**Run 1: power grid**

Pins as bars on the die edge. Tap cells in grey.
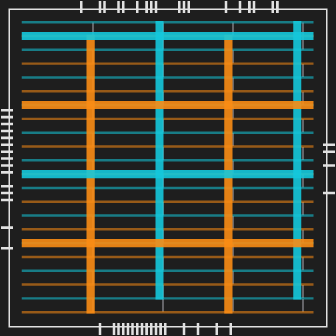
**Run 1: placed cells, one colour a class**

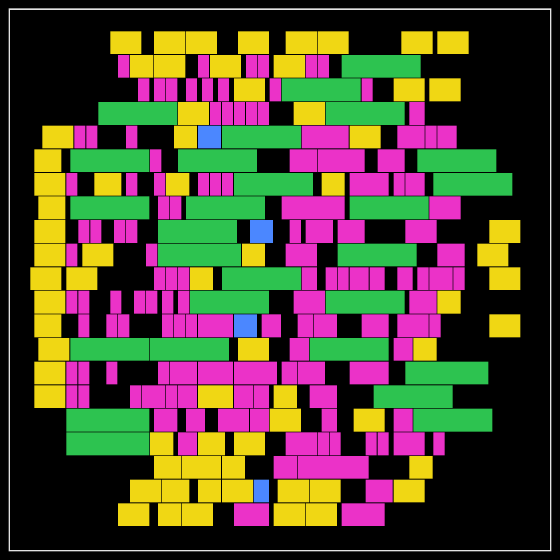
**Run 1: routed clock nets over the placement**

Bar = 20 µm.
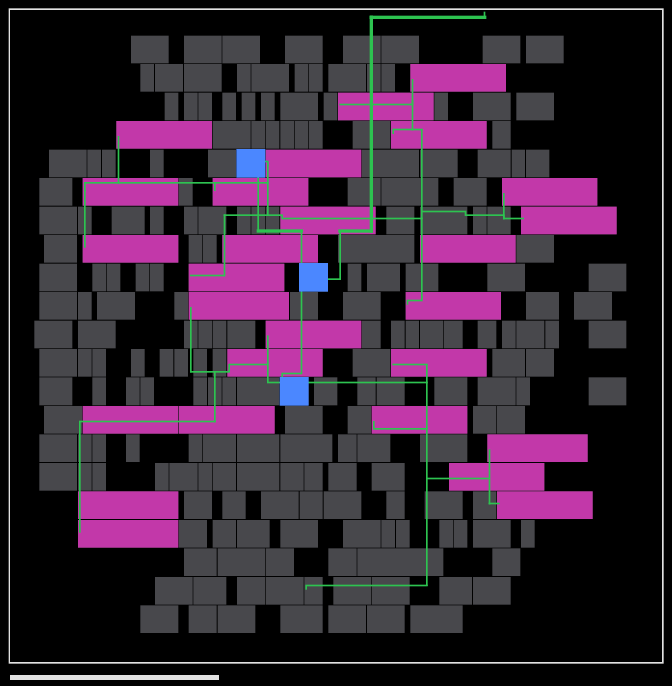
**Run 1: wiring by layer**

Bar = 20 µm.
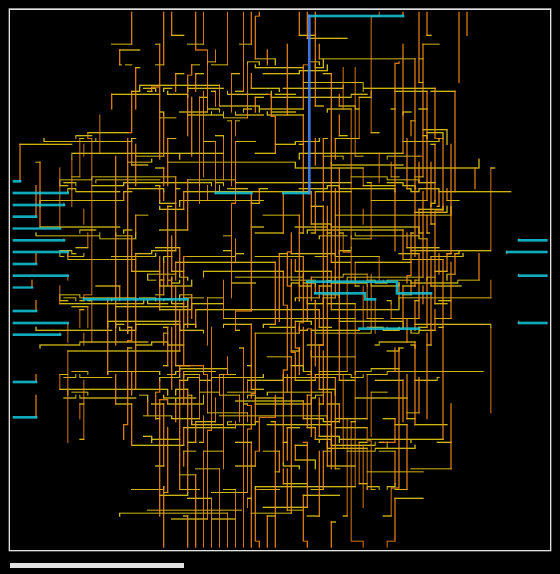
Design control_unit, sky130hd; sources not shown.
==> impl_metrics.csv <==
group,metric,value,unit
status,status,"finished clean",
die,fp_util,45.4,%
route,vias,1376,
final_timing,tns,0,ns
pwr,combPwrFrac,55.9,%
final_timing,worst_pin_slew,0.525,ns
finish,most-common-layout-cells,"nand2_1, clkdlybuf4s50_1, dfrtp_1",
critical_path,arrival,2.22,ns
place,dp.cells,264,
yosys,syn_nets,198,
critical_path,crit_path_start_kind,"primary input",
grt,use_met2,31.7,%
yosys,edf_count,0,
final_timing,setup_violations,0,
yosys,common_cells,"nand2_1, dfrtp_1, buf_4, nor2_1",
final_timing,fmax,0.500,GHz
clock_tree,tritoncts,"yes",
place,preCtsSetupSlack,-0.287,ns
grt,top_usage_layer,"met2",
pwr,power_density,1360,nW/µm²
route,drc,0,
yosys,synthesis.area,1490,µm²
final_timing,period_minus_slack,2.00,ns
finish,regArea,681,µm²
yosys,adder_share,0.838,%
grt,grt_antenna_before_repair,0,
pwr,p_sw,1.15,mW
job,cap_violations,0,
pwr,internal_power,1.81,mW
yosys,netlist_logic_family_top,"simple AND/OR/NAND/NOR gates",
die,die_area,3870,µm²
yosys,numSynthFlops,27,
grt,grt_pass1_vias,1295,
critical_path,worstPathRequired,2.27,ns
finish,combGateArea,763,µm²
pwr,p_leak,1.05,nW
critical_path,crit_fanout,4,
yosys,netlist-cell-type-count,42,
critical_path,critPathCaptureType,"flop",
yosys,avgSynthCellArea,8.78,µm²
yosys,postSynthSeqShare,45.3,%
yosys,synth.largest_area_cell,"dfrtp_1",
worst_hold_path,hold_path_class,"primary input to asynchronous set/reset pin",
finish,stdcell_count,275,
pwr,finalPower,2.96,mW
place,routabilityCongestion,0.789,
yosys,ff_type,"dfrtp_1",
grt,grt_pass1_wl,5.85,mm
yosys,yosys-stat-area,1490,µm²
yosys,ys_cells,170,
grt,grt_overflow,0,
clock_tree,cts_max_level,1,
finish,synthToLayoutAreaGrowth,46.1,%
yosys,xor_share,2.35,%
place,portBuffers,53,
finish,mostFrequentLayoutCell,"nand2_1",
finish,fillers,272,
route,first_iter_violations,52,
die,io_pins,54,
finish,diodes,0,
yosys,synthArstFlopShare,100,%
grt,use_met3,1.63,%
yosys,yosysMostFrequentCell,"nand2_1",
pwr,seqPwrFrac,36.3,%
finish,finalNetCount,258,
final_timing,layout_setup_ws,0.0509,ns
place,hpwlAfterDp,2.62,mm
yosys,simple_gate_area_share,30.1,%
job,warnings,26,
route,first_pass_iters,4,
yosys,ys_warn_count,0,
grt,grt_use_met1,25.1,%
critical_path,reg2regPathDepth,5,
clock_tree,cts_made_buffers,3,
finish,drive_gt1_share,16.6,%
final_timing,slew_headroom,64.8,%
grt,grt_max_degree,28,
critical_path,crit_type,"primary input to flop",
clock_tree,clockBufferDepth,2,
yosys,syn_inst,170,
route,ant_nets,0,
finish,largest_reg_flops,16,
clock_tree,cts.sinks,27,
clock_tree,clk_pin_slew_worst_paths,0.14,ns
critical_path,reg2reg_slack,0.15,ns
final_timing,skew,0.00432,ns
## Picture notes: 'power grid'
Key: VDD = cyan; VSS = orange
54 signal pins sit on the boundary. 4 straps on met5. 4 straps on met4. 22 met1 rails follow the rows.
core area: 3280 µm²
Die Span Y: 62.2 µm
die width: 62.2 µm
VDD IR-drop max: 0.633 mV

## Picture notes: 'placed cells, one colour a class'
Key: remaining buffers and delay cells = yellow [cells 68]; combinational and other logic = magenta [cells 130]; clock drivers and dummy loads = blue [cells 4]; sequential cells = green [cells 27]
sequential share of cell area: 31.2%
Finished Core Util: 66.4%
Core Rows: 21

## Picture notes: 'routed clock nets over the placement'
Key: flip-flops = magenta [count 27]; clock drivers = blue [count 3]; clock wires = green [length 298 µm]
There are 4 routed clock nets.
clock network power share: 7.7%
Latency at later pin: 0.32 ns

## Picture notes: 'wiring by layer'
Key: metal 3 = cyan [wire length 137 µm]; metal 4 = blue [wire length 20.4 µm]; metal 1 = yellow [wire length 1,580 µm]; metal 2 = orange [wire length 1,870 µm]
GRT Overall Usage: 18.4%
WL/cell: 13.1 µm
Post-Route WL: 3.61 mm

==> run 1: cells by family (layout without fill, tap and decap cells) <==
group | count (synthesis) | count (layout)
AND-OR/OR-AND | 22 | 22
XOR/XNOR | 4 | 4
adder cells (fa/ha/maj) | 1 | 1
buffers and inverters | 16 | 75
flip-flops | 27 | 27
multiplexers | 3 | 3
AND/OR/NAND/NOR | 97 | 97
==> run 1: power by group through the flow <==
stage	combinational (mW)	clock (mW)	sequential [mW]
global placement	1.54	0	1.06
CTS	1.62	0.233	1.07
floorplan	0.930	0	0.998
global route	1.82	0.257	1.12
finish	1.66	0.229	1.08
detailed placement	1.58	0	1.07
==> run 1: worst max-delay path, cell delays in order <==
cell,delay (ns)
clkdlybuf4s50_1,0.42
or4_4,0.56
o32a_4,0.42
nor2_8,0.11
mux2_4,0.30
==> run 1: final cells by class <==
| cell class | instances | area share [%] |
|---|---|---|
| clock inverters | 1 | 0.229 |
| well taps | 46 | 2.64 |
| multi-input cells | 127 | 35.0 |
| clock buffers | 3 | 1.03 |
| inverters | 3 | 0.516 |
| flip-flops and latches | 27 | 31.2 |
| repair buffers | 68 | 29.4 |
==> run 1: what timing repair did <==
action,CTS,global route
pin swaps,1,2
buffers inserted,4,3
endpoints found under the setup margin,8,6
gates resized,16,4
hold buffers,0,0
==> run 1: metrics by stage <==
step	hold WS [ns]	util, %	instance area, µm²
CTS	0.427	65.2	2140
global placement	0.478	62.8	2060
floorplan	0.459	-	1490
global route	0.485	66.4	2180
finish	0.424	66.4	2180
detailed placement	0.489	62.8	2060
==> run 1: layer usage <==
layer  share of wire, %  vias up
met5                  0        -
met4               0.55        0
met3                3.8        2
met2                 52       35
met1                 44      656
li1                   -      683
No activity file was given, so power comes from the tool's default toggle rates.
